<file path="src/rtl/ncl_dualrail_tx.sv">
// Clocked valid/ready to dual-rail NCL producer: alternates DATA and NULL wavefronts,
// paced by the synchronized pipeline acknowledge ki.
module ncl_dualrail_tx #(
  parameter int WIDTH       = 8,
  parameter int SYNC_STAGES = 2,
  parameter int HOLD_CYCLES = 2,
  parameter int TIMEOUT     = 1024
) (
  input  logic             clk,
  input  logic             rst,
  input  logic             in_valid,
  output logic             in_ready,
  input  logic [WIDTH-1:0] in_a,
  input  logic [WIDTH-1:0] in_b,
  input  logic             in_cin,
  output logic [WIDTH-1:0] a_r0,
  output logic [WIDTH-1:0] a_r1,
  output logic [WIDTH-1:0] b_r0,
  output logic [WIDTH-1:0] b_r1,
  output logic             cin_r0,
  output logic             cin_r1,
  input  logic             ki,
  output logic [15:0]      wf_count,
  output logic             err
);

  // state  | meaning
  // S_NULL | NULL on the rails, waiting for ki_s = 1 (request-for-data)
  // S_IDLE | NULL on the rails, ready for an operand word
  // S_DATA | captured word on the rails, waiting for ki_s = 0 (request-for-null)
  typedef enum logic [1:0] {S_NULL, S_IDLE, S_DATA} state_t;

  localparam int HW = $clog2(HOLD_CYCLES + 1);
  localparam int TW = $clog2(TIMEOUT + 1);
  localparam logic [HW-1:0] HOLD_MAX = HW'(HOLD_CYCLES);
  localparam logic [TW-1:0] TO_MAX   = TW'(TIMEOUT);
  localparam logic [TW-1:0] TO_LAST  = TW'(TIMEOUT - 1);

  state_t                 state;
  logic [SYNC_STAGES-1:0] ki_sync;
  logic                   ki_s;
  logic [HW-1:0]          hold_cnt;
  logic [TW-1:0]          wait_cnt;
  logic                   hold_done;
  logic                   ki_ok;
  logic                   leave;
  logic                   waiting;

  // Synchronizer resets low so a fresh ki high is required before any data leaves.
  always_ff @(posedge clk or posedge rst) begin
    if (rst) ki_sync <= '0;
    else     ki_sync <= {ki_sync[SYNC_STAGES-2:0], ki};
  end

  assign ki_s      = ki_sync[SYNC_STAGES-1];
  assign hold_done = (hold_cnt == HOLD_MAX);
  assign in_ready  = (state == S_IDLE);

  always_comb begin
    ki_ok = 1'b0;
    case (state)
      S_NULL:  ki_ok = ki_s;
      S_DATA:  ki_ok = ~ki_s;
      default: ki_ok = 1'b0;
    endcase
  end

  assign leave   = (state == S_IDLE) ? in_valid : (hold_done & ki_ok);
  assign waiting = (state != S_IDLE) & hold_done & ~ki_ok;

  always_ff @(posedge clk or posedge rst) begin
    if (rst) begin
      state    <= S_NULL;
      a_r0     <= '0;
      a_r1     <= '0;
      b_r0     <= '0;
      b_r1     <= '0;
      cin_r0   <= 1'b0;
      cin_r1   <= 1'b0;
      hold_cnt <= '0;
      wait_cnt <= '0;
      wf_count <= '0;
      err      <= 1'b0;
    end else if (leave) begin
      hold_cnt <= '0;
      wait_cnt <= '0;
      case (state)
        S_NULL: state <= S_IDLE;
        S_IDLE: begin
          state  <= S_DATA;
          a_r1   <= in_a;
          a_r0   <= ~in_a;
          b_r1   <= in_b;
          b_r0   <= ~in_b;
          cin_r1 <= in_cin;
          cin_r0 <= ~in_cin;
        end
        default: begin
          state    <= S_NULL;
          a_r0     <= '0;
          a_r1     <= '0;
          b_r0     <= '0;
          b_r1     <= '0;
          cin_r0   <= 1'b0;
          cin_r1   <= 1'b0;
          wf_count <= wf_count + 16'd1;
        end
      endcase
    end else begin
      if (!hold_done) hold_cnt <= hold_cnt + HW'(1);
      // Timeout only flags; sequencing keeps waiting on ki.
      if (waiting && wait_cnt != TO_MAX) wait_cnt <= wait_cnt + TW'(1);
      if (waiting && wait_cnt == TO_LAST) err <= 1'b1;
    end
  end

endmodule

</file>
<file path="config.mk">
export PLATFORM = sky130hd
export DESIGN_NAME = ncl_dualrail_tx
export DESIGN_NICKNAME = d
export VERILOG_FILES = /design/src/rtl/ncl_dualrail_tx.sv
export SDC_FILE = /design/constraint.sdc
export NUM_CORES = 1
export LEC_CHECK = 0
export ABC_AREA = 1
export CORE_UTILIZATION = 50
export DETAILED_ROUTE_END_ITERATION = 8
export PLACE_DENSITY = 0.79
export SLEW_MARGIN = 0
export SYNTH_ARGS = -nofsm -noshare
export SYNTH_HDL_FRONTEND = slang
export SYNTH_SLANG_ARGS = --single-unit
</file>
<file path="constraint.sdc">
create_clock -name clk -period 2.4 [get_ports clk]
set_input_delay 0.48 -clock clk [delete_from_list [all_inputs] [get_ports clk]]
set_output_delay 0.48 -clock clk [all_outputs]
set_load 0.01 [all_outputs]
</file>
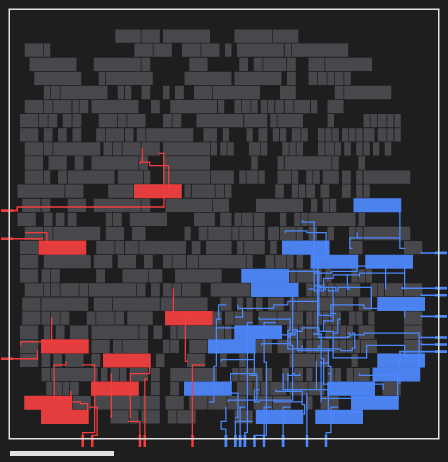
Fig. 1. Port wiring (run 1).
Scale bar: 20 um.
Key: blue = wf_count [bits 16, direction output, end cells 16, buffers 16, wire 704 um]; red = b_r1 [bits 8, direction output, end cells 8, buffers 8, wire 230 um]
Boundary Pins: 73
quantity of I/O buffers inserted on ports: 72

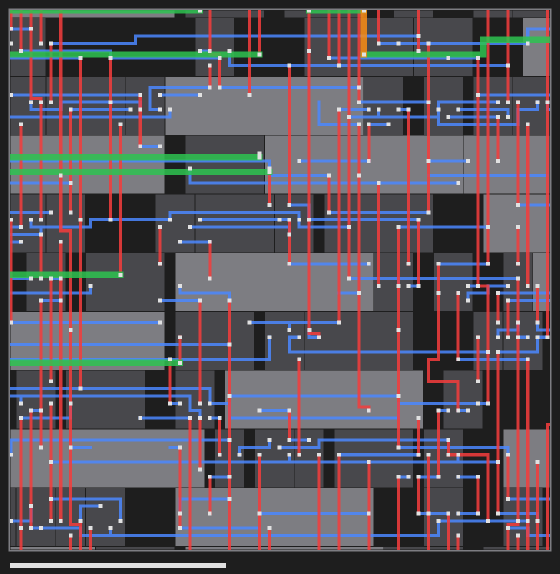
Fig. 2. Close-up of the layout (run 1).
Scale bar: 10 um. Region (8, 8) to (33, 33) um. Cells in gray, sequential cells in the stronger gray; small squares are vias.
Key: orange = metal 4; red = metal 2; green = metal 3; blue = metal 1
Netlist names of flops here include b_r0 (5), b_r1 (3). Most frequent: nand3_1 (19), dfrtp_1 (8). 50 logic cells have their middle in the window. Sequential cells in the window: 8.

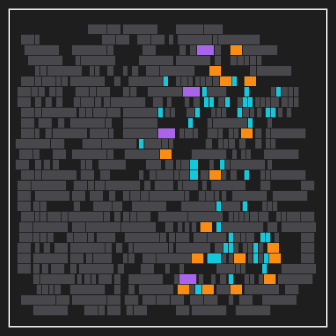
Fig. 3. Logic cells by family (run 1).
Key: purple = adder and majority cells [cells 4, most used ha_1]; orange = XOR/XNOR gates [cells 16, most used xor2_1]; cyan = NOR gates [cells 37, most used nor2_1]
commonest non-fill, non-tap cell in the layout: nand2_1
fin cells: 524
combinational share of cell area: 0.3207

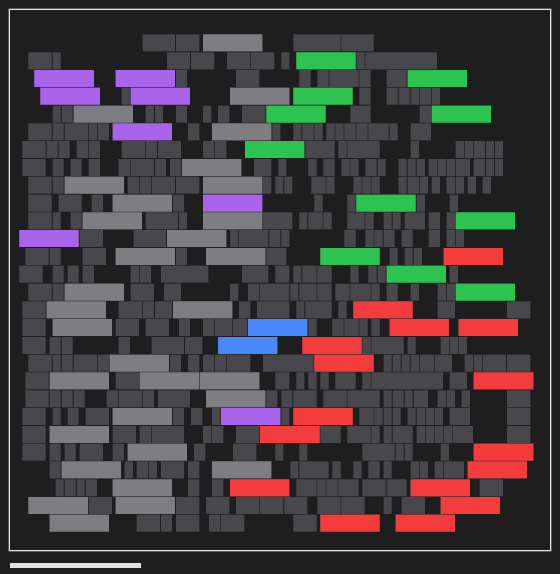
Fig. 4. Register map, names as in the netlist (run 1).
Scale bar: 20 um.
Key: red = wf_count [placed flops 16]; purple = a_r1 [placed flops 8]; blue = state [placed flops 2]; green = wait_cnt [placed flops 11]

==> impl_summary.log, run 1 <==
[report] extracting results
[metrics] largest area contributor in the synthesized netlist: dfrtp_1
[metrics] share of the final layout cell area in sequential cells: 0.4005
[metrics] die span in x: 82.55 um
[metrics] violation count after the first detailed-routing iteration: 153
[metrics] detailed-routing iteration count for the pre-antenna-repair pass: 4
[metrics] Clock Power Share: 0.249
[metrics] Tot Pwr: 4.462 mW
[metrics] switching pwr: 1.521 mW
[metrics] worst rel slew slack: 0.7032
[metrics] pre-CTS setup slack: 0.5541 ns
[metrics] drt wl/cell: 14.09 um
[metrics] critical path startpoint: state[1]
[metrics] cell at the slowest stage of the critical path: clkdlybuf4s50_1
[metrics] achievable clock frequency: 481.9 MHz
[metrics] vias in the first global route: 2751
[metrics] weighted congestion at the end of routability-driven global placement: 0.8539
[metrics] Avg Cell Area, Syn: 8.721 um2
[metrics] number of nets at floorplan: 397
[metrics] cell area after synthesis: 3244 um2
[metrics] largest registers: wf_count: 16 flops, wait_cnt: 11 flops
[metrics] total non-filler cell area in the finished layout: 4249 um2
[metrics] Clock Skew: 0.006877 ns
[metrics] Post-synth regs: 68
[metrics] Setup WS post-layout: 0.3250 ns
[metrics] adder share: 0.01543
[metrics] share of power burned in combinational logic: 0.368
[metrics] final count of negative-setup-slack endpoints: 0
[metrics] length of routed met2 wiring: 3448 um
[metrics] # fillers: 488
[metrics] post-synthesis chip area from yosys: 3244 um2
[metrics] critical path capture point type: primary output
[metrics] ys cells: 372
[metrics] Synth mux share: 0
[metrics] post-synth tally of flip-flops with integrated enable: 0
[metrics] initial cell density of the core: 0.5322
[metrics] top logic cells by instance count in the layout: nand2_1 (91), nand3_1 (75), clkdlybuf4s50_1 (72)
[metrics] total buffers and inverters traversed by the critical path: 3
[metrics] FF+latch count: 68
[metrics] measured slew at the worst slew-check pin: 0.4452 ns
[metrics] data required time at the worst endpoint: 1.92 ns
[metrics] share of total power consumed by net switching: 0.3409
[metrics] fraction of met3 tracks used by global routing: 0.07912
[metrics] area of combinational cells with multiple inputs: 1363 um2
[metrics] Logic power comb: 1.64 mW
[metrics] combinational family with the most area after synthesis: simple AND/OR/NAND/NOR gates
[metrics] leakage power figure: 2.010 nW
[metrics] pwr dens: 1050 nW/um2
[metrics] NumNets Final: 469
[metrics] outcome: complete, no violations
[metrics] Most Crowded Layer GR: met2
[metrics] Synth Seq Share: 0.5245
[metrics] buffer cell driving the clock tree root: clkbuf_8
[metrics] CTS tree: built
[metrics] power in sequential cells: 1.71 mW
[metrics] via total after detailed routing: 2813
[metrics] Compound-Gate Fraction of Synth Area: 0.04396
[metrics] sinks on the clock net: 68
[metrics] core region area: 6096 um2
[metrics] most common cell in the netlist: nand2_1
[metrics] pin count of the biggest net entering global routing: 69
[metrics] series of cell instances along the critical path: inv_2, nand2_4, inv_4, clkdlybuf4s50_1
[metrics] share of final layout cell area taken by clock buffers and inverters: 0.05565
[metrics] quantity of hold-fixing buffers added after cts: 0
[metrics] Inst Count DP: 508
[metrics] number of antenna violations at the first check in global routing: 0
[metrics] post-detailed-route via-to-cell ratio: 5.368
[metrics] total number of multi-input combinational cells: 267
[metrics] site row count: 28
[metrics] Max-Cap Viols: 0
[metrics] Post-Route M1 WL: 3278 um
[metrics] highest fanout seen on the critical path: 4
[metrics] Commonest cells post-synth: nand2_1 (91), nand3_1 (75), dfrtp_1 (68)
[metrics] startpoint of the worst-slack reg-to-reg timing path: hold_cnt[0]
[metrics] Final Critical Period: 2.075 ns
[metrics] fraction of post-synthesis cell area in the top cell type by area: 0.5245
[metrics] register with the most flip-flops: wf_count
[metrics] internal power contribution: 2.941 mW
[metrics] signal buffers share of area: 0.1814
[metrics] number of nets still failing antenna checks after routing: 0
[metrics] count of unique library cells instantiated by Yosys: 29
[metrics] hold worst-path end: ki_sync[1]
[metrics] CTS Buf Count: 9
[metrics] HPWL after detailed placement: 4837 um
[metrics] Startpoint Class: flip-flop
[metrics] count of warnings emitted by yosys: 0
[metrics] group drawing the most power: registers
[metrics] met2 usage in global routing: 0.3950
[metrics] terminus of the critical flop-to-flop path: a_r0[3]
[metrics] Slowest Stage Delay on Critical Path: 0.53 ns
[metrics] die outline height: 82.55 um
[metrics] Layout area overhead: 30.97%
[metrics] final worst hold slack: 0.3609 ns
[metrics] met3 routed WL: 517 um
[metrics] layout cell share with drive strength beyond 1: 0.08463
[metrics] final wirelength: 7383 um
[metrics] critical path endpoint: in_ready
[metrics] max layer used: met4
[metrics] Setup Fix Bufs, Post-CTS: 0
[metrics] gr ovfl total: 0
[metrics] Diodes inserted: 0
[metrics] clock network power: 1.11 mW
[metrics] Critical Path Stages: 4
[metrics] number of remaining DRC errors: 0
[metrics] period utilization: 0.8646
[metrics] non-clock inverter total of the final layout: 21
[metrics] Final Max Tran Viols: 0
Fig. 5: run 1, routing congestion map
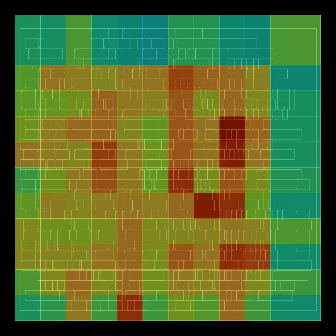

==> run 1 -> run 2 <==
- RECOVER_POWER: not set -> 100
- SLEW_MARGIN: 0 -> not set
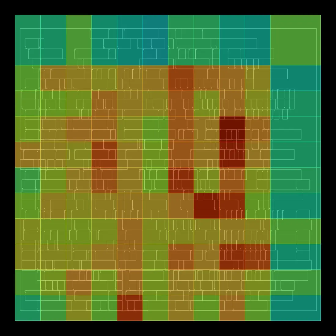
Fig. 6. Routing congestion map (run 2).
final design utilization: 0.6925
GRT met1 Usage: 0.3007
Most Crowded Layer GR: met2

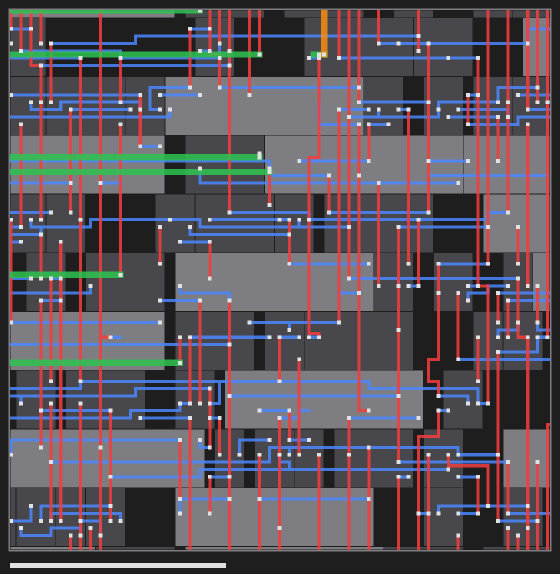
Fig. 7. Close-up of the layout (run 2).
Scale bar: 10 um. Region (8, 8) to (33, 33) um. Cells in gray, sequential cells in the stronger gray; small squares are vias.
Key: orange = metal 4; blue = metal 1; green = metal 3; red = metal 2
Most frequent: nand3_1 (19), dfrtp_1 (8), o21ai_0 (7). Netlist names of flops here include b_r0 (5), b_r1 (3). 50 logic cells have their middle in the window. Sequential cells in the window: 8.

==> run 2 against run 1 <==
Net effect: largest cell class unchanged; highest routed layer unchanged; via count decreased by 0.32%; area after synthesis unchanged; non-clock buffer count unchanged; register-to-register slack got worse by 0.19 ns; core utilization decreased by 0.45 points; clock-buffer cell count unchanged; combinational power decreased by 7%; cell area decreased by 0.65%; fmax decreased by 3.1%; cell count unchanged.
==> impl_summary.log, run 2 <==
[report] extracting results
[metrics] Clock Power Share: 0.256
[metrics] total buffers and inverters traversed by the critical path: 3
[metrics] cell area after synthesis: 3244 um2
[metrics] core region area: 6096 um2
[metrics] vias in the first global route: 2751
[metrics] HPWL after detailed placement: 4837 um
[metrics] fraction of met3 tracks used by global routing: 0.07912
[metrics] Post-synth regs: 68
[metrics] buffer cell driving the clock tree root: clkbuf_8
[metrics] Post-Route M1 WL: 3240 um
[metrics] via total after detailed routing: 2804
[metrics] total non-filler cell area in the finished layout: 4222 um2
[metrics] Slowest Stage Delay on Critical Path: 0.53 ns
[metrics] FF+latch count: 68
[metrics] startpoint of the worst-slack reg-to-reg timing path: state[1]
[metrics] Synth Seq Share: 0.5245
[metrics] data required time at the worst endpoint: 1.92 ns
[metrics] share of total power consumed by net switching: 0.3457
[metrics] number of remaining DRC errors: 0
[metrics] Final Max Tran Viols: 0
[metrics] Crit path arrival time: 1.66 ns
[metrics] combinational family with the most area after synthesis: simple AND/OR/NAND/NOR gates
[metrics] cell at the slowest stage of the critical path: clkdlybuf4s50_1
[metrics] Setup Fix Bufs, Post-CTS: 0
[metrics] pwr dens: 1025 nW/um2
[metrics] internal power contribution: 2.832 mW
[metrics] NumNets Final: 469
[metrics] signal buffers share of area: 0.1784
[metrics] Inst Count DP: 508
[metrics] fraction of post-synthesis cell area in the top cell type by area: 0.5245
[metrics] Clock Skew: 0.008064 ns
[metrics] Layout area overhead: 30.12%
[metrics] combinational share of cell area: 0.3204
[metrics] Startpoint Class: flip-flop
[metrics] count of warnings emitted by yosys: 0
[metrics] period utilization: 0.8927
[metrics] post-synth tally of flip-flops with integrated enable: 0
[metrics] series of cell instances along the critical path: inv_1, nand2_4, inv_4, clkdlybuf4s50_1
[metrics] switching pwr: 1.496 mW
[metrics] critical path endpoint: in_ready
[metrics] # fillers: 490
[metrics] Synth mux share: 0
[metrics] met3 routed WL: 521 um
[metrics] pre-CTS setup slack: 0.5541 ns
[metrics] die span in x: 82.55 um
[metrics] worst rel slew slack: 0.01755
[metrics] Max-Cap Viols: 0
[metrics] critical path capture point type: primary output
[metrics] Avg Cell Area, Syn: 8.721 um2
[metrics] length of routed met2 wiring: 3465 um
[metrics] drt wl/cell: 14.00 um
[metrics] measured slew at the worst slew-check pin: 1.474 ns
[metrics] quantity of I/O buffers inserted on ports: 72
[metrics] total number of multi-input combinational cells: 267
[metrics] final worst hold slack: 0.3608 ns
[metrics] Diodes inserted: 0
[metrics] top logic cells by instance count in the layout: nand2_1 (92), nand3_1 (75), dfrtp_1 (68)
[metrics] share of final layout cell area taken by clock buffers and inverters: 0.05602
[metrics] number of antenna violations at the first check in global routing: 0
[metrics] CTS tree: built
[metrics] hold worst-path end: ki_sync[1]
[metrics] quantity of hold-fixing buffers added after cts: 0
[metrics] die outline height: 82.55 um
[metrics] layout cell share with drive strength beyond 1: 0.07350
[metrics] adder share: 0.01543
[metrics] max layer used: met4
[metrics] met2 usage in global routing: 0.3950
[metrics] final wirelength: 7338 um
[metrics] most common cell in the netlist: nand2_1
[metrics] achievable clock frequency: 466.8 MHz
[metrics] gr ovfl total: 0
[metrics] sinks on the clock net: 68
[metrics] post-detailed-route via-to-cell ratio: 5.351
[metrics] Tot Pwr: 4.328 mW
[metrics] detailed-routing iteration count for the pre-antenna-repair pass: 4
[metrics] outcome: complete, no violations
[metrics] Critical Path Stages: 4
[metrics] leakage power figure: 2.119 nW
[metrics] non-clock inverter total of the final layout: 21
[metrics] Commonest cells post-synth: nand2_1 (91), nand3_1 (75), dfrtp_1 (68)
[metrics] clock network power: 1.11 mW
[metrics] share of power burned in combinational logic: 0.353
[metrics] share of the final layout cell area in sequential cells: 0.4031
[metrics] group drawing the most power: registers
[metrics] number of nets still failing antenna checks after routing: 0
[metrics] Boundary Pins: 73
[metrics] area of combinational cells with multiple inputs: 1353 um2
[metrics] ys cells: 372
[metrics] count of unique library cells instantiated by Yosys: 29
[metrics] number of nets at floorplan: 397
[metrics] violation count after the first detailed-routing iteration: 146
[metrics] highest fanout seen on the critical path: 4
[metrics] Logic power comb: 1.53 mW
[metrics] power in sequential cells: 1.69 mW
[metrics] site row count: 28
Power is estimated from default activity; no workload was simulated.
